[config.mk]
export PLATFORM = sky130hd
export DESIGN_NAME = id_digit_scanner
export DESIGN_NICKNAME = d
export VERILOG_FILES = /design/src/rtl/id_scanner_pkg.sv /design/src/rtl/id_rom.sv /design/src/rtl/id_digit_scanner.sv
export SDC_FILE = /design/constraint.sdc
export NUM_CORES = 1
export LEC_CHECK = 0
export CORE_MARGIN = 4
export CORE_UTILIZATION = 35
export CTS_BUF_LIST = sky130_fd_sc_hd__clkbuf_8
export DETAILED_ROUTE_END_ITERATION = 8
export HOLD_SLACK_MARGIN = 0.12
export SYNTH_ARGS = -nofsm -noshare
export SYNTH_HDL_FRONTEND = slang
export SYNTH_HIERARCHICAL = 1
export SYNTH_SLANG_ARGS = --single-unit
[constraint.sdc]
create_clock -name clk -period 1.9 [get_ports clk]
set_input_delay 0.475 -clock clk [delete_from_list [all_inputs] [get_ports clk]]
set_output_delay 0.475 -clock clk [all_outputs]
set_load 0.005 [all_outputs]
[src/rtl/id_scanner_pkg.sv]
// Shared types and the ID digit table for the digit scanner.
// Mode/state encodings plus the fixed ID digit list.
package id_scanner_pkg;

  typedef enum logic [1:0] {
    MODE_HOLD    = 2'b00,
    MODE_RUN     = 2'b01,
    MODE_ONESHOT = 2'b10,
    MODE_STEP    = 2'b11
  } mode_e;

  typedef enum logic [1:0] {
    IDLE,
    PRESENT,
    WAIT,
    DONE
  } state_e;

  localparam int N_IDS = 8;

  localparam logic [3:0] ID_DIGITS [N_IDS] = '{
    4'd0, 4'd0, 4'd9, 4'd5,
    4'd7, 4'd2, 4'd0, 4'd2
  };

endpackage

[src/rtl/id_rom.sv]
// Combinational ID digit lookup, zero beyond the list.
// Ports: addr (table index) -> data (digit, DATA_W bits).
module id_rom
  import id_scanner_pkg::*;
#(
  parameter int DATA_W = 4,
  parameter int DEPTH  = 8,
  localparam int ADDR_W = $clog2(DEPTH)
) (
  input  logic [ADDR_W-1:0] addr,
  output logic [DATA_W-1:0] data
);

  always_comb begin
    data = '0;
    for (int i = 0; i < N_IDS; i++) begin
      if (i < DEPTH && addr == ADDR_W'(i)) begin
        data = DATA_W'(ID_DIGITS[i]);
      end
    end
  end

endmodule

[src/rtl/id_digit_scanner.sv]
// ID digit scanner: steps the ID table out over valid/ready.
// Ports: clk, rst, en, mode, dir, step, out_ready ->
//        out_valid, out_data, out_addr, done.
module id_digit_scanner
  import id_scanner_pkg::*;
#(
  parameter int DATA_W = 4,
  parameter int DEPTH  = 8,
  parameter int DIV    = 4,
  localparam int ADDR_W = $clog2(DEPTH)
) (
  input  logic              clk,
  input  logic              rst,
  input  logic              en,
  input  logic [1:0]        mode,
  input  logic              dir,
  input  logic              step,
  input  logic              out_ready,
  output logic              out_valid,
  output logic [DATA_W-1:0] out_data,
  output logic [ADDR_W-1:0] out_addr,
  output logic              done
);

  localparam int CNT_W = (DIV > 1) ? $clog2(DIV) : 1;
  localparam logic [ADDR_W-1:0] LAST = ADDR_W'(DEPTH - 1);
  localparam logic [CNT_W-1:0] CNT_LOAD = CNT_W'(DIV - 1);

  state_e            state_q;
  state_e            state_d;
  logic [ADDR_W-1:0] addr_q;
  logic [ADDR_W-1:0] addr_nxt;
  logic [CNT_W-1:0]  cnt_q;
  logic              moved_q;
  mode_e             md;
  logic              active;
  logic              step_mode;
  logic              at_end;
  logic              cnt_zero;
  logic              wait_stop;
  logic              wait_adv;
  logic              adv;
  logic              hs;

  assign md        = mode_e'(mode);
  assign active    = en && (md != MODE_HOLD);
  assign step_mode = (md == MODE_STEP);
  assign cnt_zero  = (cnt_q == '0);
  assign at_end    = dir ? (addr_q == '0)
                         : (addr_q == LAST);
  assign hs        = (state_q == PRESENT) && out_ready;

  // A oneshot scan that starts on the end address
  // makes a full lap before stopping there.
  assign wait_stop = !step_mode && cnt_zero &&
                     (md == MODE_ONESHOT) &&
                     at_end && moved_q;
  assign wait_adv  = step_mode ? step
                               : (cnt_zero && !wait_stop);

  always_comb begin
    if (dir) begin
      addr_nxt = (addr_q == '0) ? LAST
                 : addr_q - ADDR_W'(1);
    end else begin
      addr_nxt = (addr_q == LAST) ? '0
                 : addr_q + ADDR_W'(1);
    end
  end

  always_ff @(posedge clk or posedge rst) begin
    if (rst) begin
      state_q <= IDLE;
    end else begin
      state_q <= state_d;
    end
  end

  always_comb begin
    state_d = state_q;
    adv     = 1'b0;
    if (!active) begin
      state_d = IDLE;
    end else begin
      unique case (state_q)
        IDLE: state_d = PRESENT;
        PRESENT: begin
          if (out_ready) state_d = WAIT;
        end
        WAIT: begin
          unique case (1'b1)
            wait_stop: state_d = DONE;
            wait_adv: begin
              adv     = 1'b1;
              state_d = PRESENT;
            end
            default: ;
          endcase
        end
        DONE: begin
          if (md != MODE_ONESHOT) state_d = IDLE;
        end
        default: state_d = IDLE;
      endcase
    end
  end

  always_ff @(posedge clk or posedge rst) begin
    if (rst) begin
      addr_q  <= '0;
      cnt_q   <= '0;
      moved_q <= 1'b0;
    end else begin
      if (adv) addr_q <= addr_nxt;
      if (hs) begin
        cnt_q <= CNT_LOAD;
      end else if (state_q == WAIT &&
                   !step_mode && !cnt_zero) begin
        cnt_q <= cnt_q - CNT_W'(1);
      end
      if (adv) begin
        moved_q <= 1'b1;
      end else if (state_q == IDLE) begin
        moved_q <= 1'b0;
      end
    end
  end

  always_comb begin
    out_valid = 1'b0;
    done      = 1'b0;
    unique case (state_q)
      PRESENT: out_valid = 1'b1;
      DONE:    done      = 1'b1;
      default: ;
    endcase
  end

  assign out_addr = addr_q;

  id_rom #(
    .DATA_W(DATA_W),
    .DEPTH (DEPTH)
  ) u_rom (
    .addr(addr_q),
    .data(out_data)
  );

endmodule

==> run_1/met2.png <==
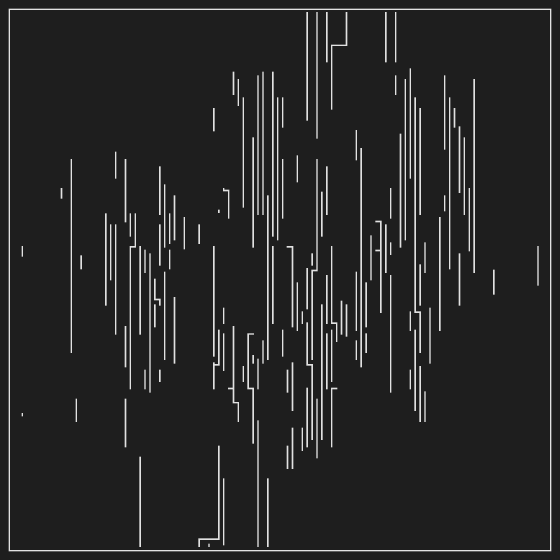
longest straight run: 20.4 um
share of all routed wire: 50%
main direction: vertical
met2 Track Usage GR: 0.2304
number of vias in the routed layout: 628
routed wire length: 1607 um

==> run_1/wire_density.png <==
The bar under the picture is 20 um long. The die is cut into 10 by 10 equal tiles; dark purple is low, yellow is high, scaled to the fullest tile. Values are wire area over tile area, all layers added.
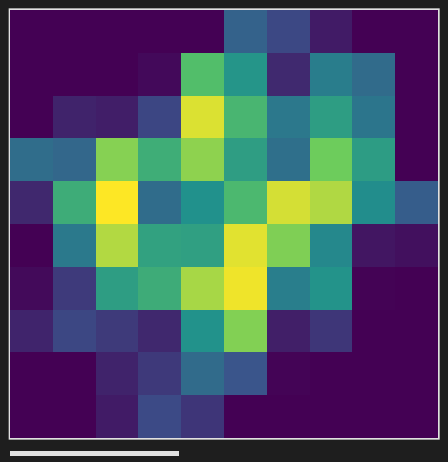
nearly empty tiles: 32%
fullest tile: 0.32
mean over tiles: 0.096
total routing resource utilization after global routing: 0.1413
average wire per cell in the routed design: 12.36 um

==> flow_summary.ini, run 1 <==
; synthesis and place-and-route metrics
[setup_path]
worst-r2r-setup-slack_ns = -0.07
critPathCaptureType = flop
critical_path.startpoint_type = flop
critical_path_s_most_frequent_cell = sky130_fd_sc_hd__ha_4
startpoint = out_addr[0]$_DFFE_PP0P_
worst_setup_path_endpoint = out_addr[1]$_DFFE_PP0P_
path_cells = ha_4 > ha_4 > nor2b_4 > or4b_4 > a21oi_4 > mux2i_1
crit_fanout = 4
critical_path.max_stage_delay_ns = 0.56
setup.worst_path.class = flop to flop
required_ns = 2.04
worstRegToRegCells = 6
regToRegStartpoint = out_addr[0]$_DFFE_PP0P_

[global_routing]
grtUsageMet3 = 0.04451
grt_first_pass_wirelength_um = 2801
grt_start_max_net_pins = 11
grt-busiest-layer = met2
antenna_found_initial = 0
grt_overflow_total = 0
first_global_vias = 643

[final_timing]
final_hold_vio_count = 0
layout_min_cycle_time_ns = 1.968
totalNegativeSetupSlack_ns = -0.06778
setup_slack_ns = -0.06778
min_period_over_period = 1.036
achievable-frequency_mhz = 508.2
rsz0062_at_grt = yes
clock-skew-final_ns = 0.004341
worst_hold_slack_ns = 0.4989
relSlewSlack = 0.7814
slew_of_the_pin_with_the_lowest_slew_margin_ns = 0.3276
timing.final.setup_violations = 1

[power_and_ir_drop]
p_sw_frac = 0.3292
vdd.ir_drop.worst_mv = 0.5302
power.clock.total_mw = 0.205
comb_power_share = 0.518
total_switching_power_mw = 0.3069
sequentialPowerShare = 0.262
cellInternalPower_mw = 0.6254
power.sequential.total_mw = 0.244
power_leakage_nw = 0.4728
maxPowerGroup = combinational cells
power_combinational_mw = 0.483
cellPowerDensity_nw_per_um2 = 901.0
portion_of_total_power_attributed_to_the_clock_network = 0.220

[routing]
drtIter0Drc = 11
drtAntennaViolNets = 0
post_drt_via_cell_ratio = 4.831
post-route-drc-count = 0

[clocking]
clock_insertion_delay_worst_skew_ns = 0.23
cts_tree = done
ctsRootBufferMaster = sky130_fd_sc_hd__clkbuf_8
clock_tree.htree_level_count = 1
cts.sink_count = 8
worst_setup_hold_path_clk_slew_ns = 0.04

[final_layout]
relative_area_change_from_synthesis_to_final_layout_pct = 63.12
layout_top_cell_excl_fill_tap = sky130_fd_sc_hd__buf_4
antenna_cells_inserted = 0
multiInputGateArea_um2 = 449.2
ratio_of_cells_with_drive_above_1_in_the_final_layout = 0.3619
ff_latch_area_um2 = 203.9
final_net_count = 120
finish.instance_area_um2 = 1035
nFillCells = 154
layout.cells.most_common_list = sky130_fd_sc_hd__buf_4 (13), sky130_fd_sc_hd__clkdlybuf4s50_1 (11), sky130_fd_sc_hd__inv_1 (6)

[synth]
syn-mean-instance-area_um2 = 8.811
post_synth_mux_area_share = 0.03156
xor_xnor_cells_area_fraction = 0.01381
top_logic_kind = AND-OR/OR-AND gates
synthCells = 72
ys_cells = 72
async_reset_ff_frac = 1.000
ys_chip_area_um2 = 634.4
yosys.area.top_type = sky130_fd_sc_hd__dfrtp_1
post_synth_ao_oa_area_fraction = 0.2682
top_area_frac = 0.3156
mappedNetlistArea_um2 = 634.4
enable_flop_cells = 0
post_synth_and_or_nand_nor_area_fraction = 0.2130
dominant_cells_by_area_after_synthesis = sky130_fd_sc_hd__dfrtp_1 (32%), sky130_fd_sc_hd__ha_1 (9.9%), sky130_fd_sc_hd__inv_1 (4.7%)
synth-seq-cells = 8
netlist-cell-type-count = 33
commonest_flop = sky130_fd_sc_hd__dfrtp_1
synth_warnings = 6
syn_nets = 85
fa_ha_area_frac = 0.09862

[run_status]
status = finished with violations
failed_checks = setup timing

[die]
coreArea_um2 = 1727
dieArea_um2 = 2557
number_of_i_o_pins = 17
die_w_um = 50.57
initial_core_util = 0.3674

[placement]
post-dp-hpwl_um = 1154
placement.io_buffers = 16
globalplace.congestion = 0.6823

[worst_hold_path]
hold_class = input pin to asynchronous set/reset pin

[run]
openroad_warning_count = 30
==> run_1/met1.png <==
Supply wires on this layer in grey.
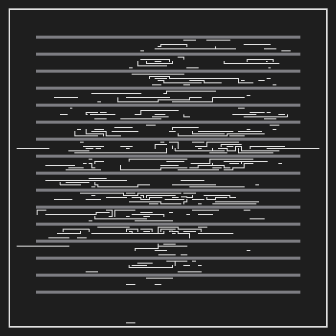
nets with wire on the layer: 111
longest straight run: 14.7 um
wire length on this layer: 761 um
main direction: horizontal
met1 Usage GRT: 0.1793

-- run 1: cells by family after synthesis --
family	count (synthesis)
AOI/OAI and AO/OA	25
xor gates and xnor gates	1
adders and majority gates	5
buffers and inverters	10
DFF	8
muxes	2
and+or+nand+nor	21
-- run 1: metrics by stage --
step / setup slack [ns] / power [mW] / std cells / util
3_5_place_dp: -0.2736 / 0.6593 / 124 / 0.5304
4_1_cts: -0.03388 / 0.8949 / 127 / 0.5790
2_1_floorplan: 0.01960 / 0.4329 / 72 / -
5_1_grt: -0.1284 / 1.013 / 130 / 0.5993
6_report: -0.06778 / 0.9323 / 130 / 0.5993
3_3_place_gp: -0.2289 / 0.6562 / 124 / 0.5304
-- run 1: worst max-delay path, delay by kind of cell (launching register included) --
kind	cells	cell delay, ns
adders and majority gates	2	0.32
and+or+nand+nor	2	0.68
AOI/OAI and AO/OA	1	0.22
muxes	1	0.22
DFF	1	0.44
-- run 1: registers in the layout (all words and copies together), names as in the netlist --
signal	flops
moved_q	1
cnt_q	2
out_addr	3
state_q	2
-- run 1: synthesized netlist by cell type (all sizes together), types with 2 or more instances --
master	instances
inv	8
a211oi	3
clkbuf	2
nor2b	3
and2	2
a21oi	7
dfrtp	8
nor2	3
o21ai	7
nand2	3
mux2i	2
a31oi	2
nor3b	2
ha	5
or4b	2
-- run 1: layer usage --
metal  vias to the layer above  part of all wire
met2                        10              0.50
met4                         0                 0
met3                         0             0.030
met1                       292              0.47
met5                         -                 0
li1                        326                 -
-- run 1: final cells by class --
type                       count  area share
sequential                     8      0.1971
inverter                       8     0.02902
tap                           25     0.03023
timing repair buffer          32      0.2697
multi-input combinational     54      0.4341
clock buffer                   3     0.03990
==> run 1 -> run 2 <==
--- a/config.mk
+++ b/config.mk
@@ -5,11 +5,12 @@
 export SDC_FILE = /design/constraint.sdc
 export NUM_CORES = 1
 export LEC_CHECK = 0
-export CORE_MARGIN = 4
+export CORE_MARGIN = 2
 export CORE_UTILIZATION = 35
 export CTS_BUF_LIST = sky130_fd_sc_hd__clkbuf_8
 export DETAILED_ROUTE_END_ITERATION = 8
 export HOLD_SLACK_MARGIN = 0.12
+export SKIP_CTS_REPAIR_TIMING = 1
 export SYNTH_ARGS = -nofsm -noshare
 export SYNTH_HDL_FRONTEND = slang
 export SYNTH_HIERARCHICAL = 1
==> run_2/met2.png <==
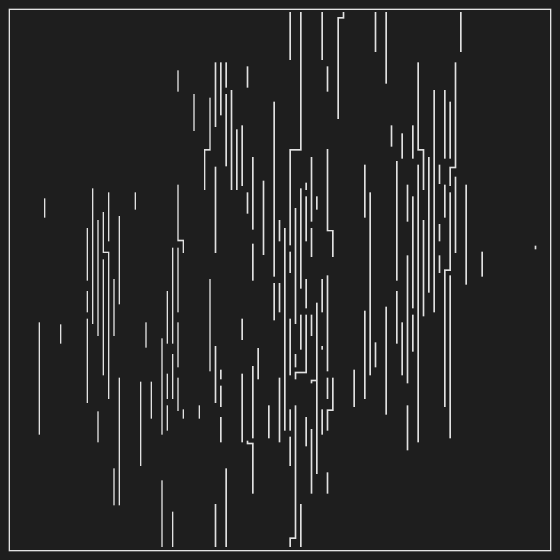
longest straight run: 23.8 um
main direction: vertical
met2 Track Usage GR: 0.2500
routed wire length: 1553 um
number of vias in the routed layout: 635

==> flow_summary.ini, run 2 <==
; synthesis and place-and-route metrics
[final_timing]
slew_of_the_pin_with_the_lowest_slew_margin_ns = 0.3303
rsz0062_at_grt = yes
drv_slew = 0
relSlewSlack = 0.7795
final_hold_vio_count = 0
worst_hold_slack_ns = 0.4949
timing.final.setup_violations = 1
min_period_over_period = 1.029
totalNegativeSetupSlack_ns = -0.05530
setup_slack_ns = -0.05530
clock-skew-final_ns = 0.0005166
layout_min_cycle_time_ns = 1.955
achievable-frequency_mhz = 511.4

[synth]
synth.top_cells.by_count = sky130_fd_sc_hd__dfrtp_1 (8), sky130_fd_sc_hd__inv_1 (8), sky130_fd_sc_hd__a21oi_1 (5), sky130_fd_sc_hd__ha_1 (5), sky130_fd_sc_hd__o21ai_0 (4)
mappedNetlistArea_um2 = 634.4
dominant_cells_by_area_after_synthesis = sky130_fd_sc_hd__dfrtp_1 (32%), sky130_fd_sc_hd__ha_1 (9.9%), sky130_fd_sc_hd__inv_1 (4.7%)
synth_warnings = 6
enable_flop_cells = 0
ys_chip_area_um2 = 634.4
yosys.stat.seqShare = 0.3156
async_reset_ff_frac = 1.000
yosys.area.top_type = sky130_fd_sc_hd__dfrtp_1
synth-seq-cells = 8
ys_cells = 72
synthCells = 72
netlist-cell-type-count = 33
top_area_frac = 0.3156
commonest_flop = sky130_fd_sc_hd__dfrtp_1
syn_nets = 85
syn-mean-instance-area_um2 = 8.811

[setup_path]
crit_fanout = 4
setup.worst_path.class = flop to flop
required_ns = 2.05
worstPathBufferInverterCount = 0
critPathSlowestCell = sky130_fd_sc_hd__or4b_4
cp_top_family = simple AND/OR/NAND/NOR gates
path_cells = ha_2 > ha_2 > nor2b_4 > or4b_4 > a21oi_4 > mux2i_1
worstRegToRegCells = 6
crit_arrival_ns = 2.11
critPathCaptureType = flop
critical_path.startpoint_type = flop
critical_path.max_stage_delay_ns = 0.56
regToRegStartpoint = out_addr[0]$_DFFE_PP0P_
crit-reg2reg-capture = out_addr[1]$_DFFE_PP0P_
critical_path_s_most_frequent_cell = sky130_fd_sc_hd__ha_2
startpoint = out_addr[0]$_DFFE_PP0P_
worst-r2r-setup-slack_ns = -0.06
worst_setup_path_endpoint = out_addr[1]$_DFFE_PP0P_
path_depth = 6

[power_and_ir_drop]
comb_power_share = 0.489
sequentialPowerShare = 0.271
cellPowerDensity_nw_per_um2 = 887.9
total_switching_power_mw = 0.2878
portion_of_total_power_attributed_to_the_clock_network = 0.240
total_power_mw = 0.8843
power.sequential.total_mw = 0.240
cellInternalPower_mw = 0.5965
vdd.ir_drop.worst_mv = 0.4652
p_sw_frac = 0.3255
maxPowerGroup = combinational cells
power_leakage_nw = 0.5029
power_combinational_mw = 0.433

[routing]
avgRoutedWirePerCell_um = 12.23
drt_pass1_iterations = 4
post-route-drc-count = 0
drtAntennaViolNets = 0
post_drt_via_cell_ratio = 5.000
drtIter0Drc = 13

[final_layout]
antenna_cells_inserted = 0
largest_register_ff_count = 3
final_net_count = 117
ratio_of_cells_with_drive_above_1_in_the_final_layout = 0.2647
finish.instance_area_um2 = 996.0
layout_top_cell_excl_fill_tap = sky130_fd_sc_hd__buf_4
relative_area_change_from_synthesis_to_final_layout_pct = 57.00
post-route-util = 0.5832
final_cells = 127
layout.cells.most_common_list = sky130_fd_sc_hd__buf_4 (13), sky130_fd_sc_hd__clkdlybuf4s50_1 (11), sky130_fd_sc_hd__inv_1 (8)

[clocking]
ctsRootBufferMaster = sky130_fd_sc_hd__clkbuf_8
cts_tree = done
worst_setup_hold_path_clk_slew_ns = 0.04
clock_path_buffers = 2
clock_tree.htree_level_count = 1
cts.sink_count = 8

[die]
die_w_um = 46.57
coreArea_um2 = 1708
dieArea_um2 = 2169
number_of_cell_rows = 15
initial_core_util = 0.3714
number_of_i_o_pins = 17
die_height_um = 46.57

[run]
timing.max_cap.violations = 0
openroad_warning_count = 29

[placement]
placement.io_buffers = 16
preCtsSetupSlack_ns = -0.2828
globalplace.congestion = 0.7126
place.detailed.instances = 123
postPlaceCellArea_um2 = 908.4
post-dp-hpwl_um = 1154

[global_routing]
grtUsageTotal = 0.1553
grt_first_pass_wirelength_um = 2304
grt_overflow_total = 0
grt_start_max_net_pins = 11
antenna_found_initial = 0
first_global_vias = 566

[worst_hold_path]
hold_class = input pin to asynchronous set/reset pin

[run_status]
status = finished with violations
failed_checks = setup timing
==> run_2/final_clocks.png <==
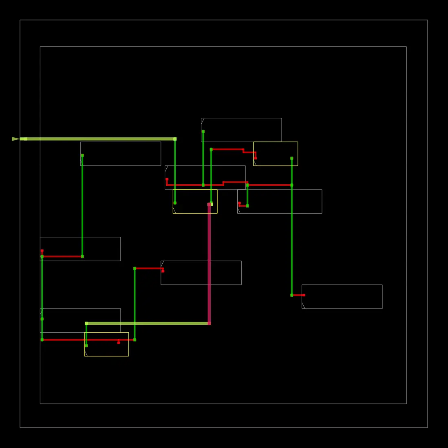
final sequential cell count: 8
number of buffers inserted during clock tree synthesis: 3
reported clock group power: 0.212 mW
CLK BUF: 3
clk latency late pin: 0.23 ns

-- run 2: netlist changes by cell type in the layout (fill, tap and decap cells not counted), moves of 2 or more --
cell	delta
sky130_fd_sc_hd__dlymetal6s2s_1	+5
sky130_fd_sc_hd__dfrtp_1	+2
sky130_fd_sc_hd__clkbuf_2	-2
sky130_fd_sc_hd__dlygate4sd2_1	-2
sky130_fd_sc_hd__ha_4	-2
sky130_fd_sc_hd__inv_1	+2
sky130_fd_sc_hd__dfrtp_2	-2
sky130_fd_sc_hd__inv_2	-2
sky130_fd_sc_hd__buf_6	-3
-- run 2: layout make-up --
type | count | area, um2
repair buffers | 29 | 270.3
multi-input cells | 54 | 421.7
fillers | 154 | 711.9
inverters | 8 | 30.03
flip-flops and latches | 8 | 201.4
well taps | 25 | 31.28
clock buffers | 3 | 41.29
-- run 2: per-layer routing --
layer  global-route usage  part of all wire  vias to the layer above
li1                     -                 -                      319
met1               0.1890              0.45                      303
met2               0.2500              0.50                       11
met3              0.04706             0.035                        2
met4              0.06857            0.0084                        0
met5                    0                 0                        -
-- run 2: cell families (layout without fill, tap and decap cells) --
logic type / Yosys count / in the layout / synth area share
fa+ha+maj: 5 / 5 / 0.09862
mux: 2 / 2 / 0.03156
flops: 8 / 8 / 0.3156
simple gates: 21 / 21 / 0.2130
xor+xnor: 1 / 1 / 0.01381
compound gates: 25 / 25 / 0.2683
buf+inv: 10 / 40 / 0.05918
-- run 2: worst reg2reg max path, stage by stage (launching register included) --
cell and delay, ns:
sky130_fd_sc_hd__dfrtp_1 0.42, sky130_fd_sc_hd__ha_2 0.19, sky130_fd_sc_hd__ha_2 0.18, sky130_fd_sc_hd__nor2b_4 0.12, sky130_fd_sc_hd__or4b_4 0.56, sky130_fd_sc_hd__a21oi_4 0.20, sky130_fd_sc_hd__mux2i_1 0.21
Power and IR drop assume default switching activity.
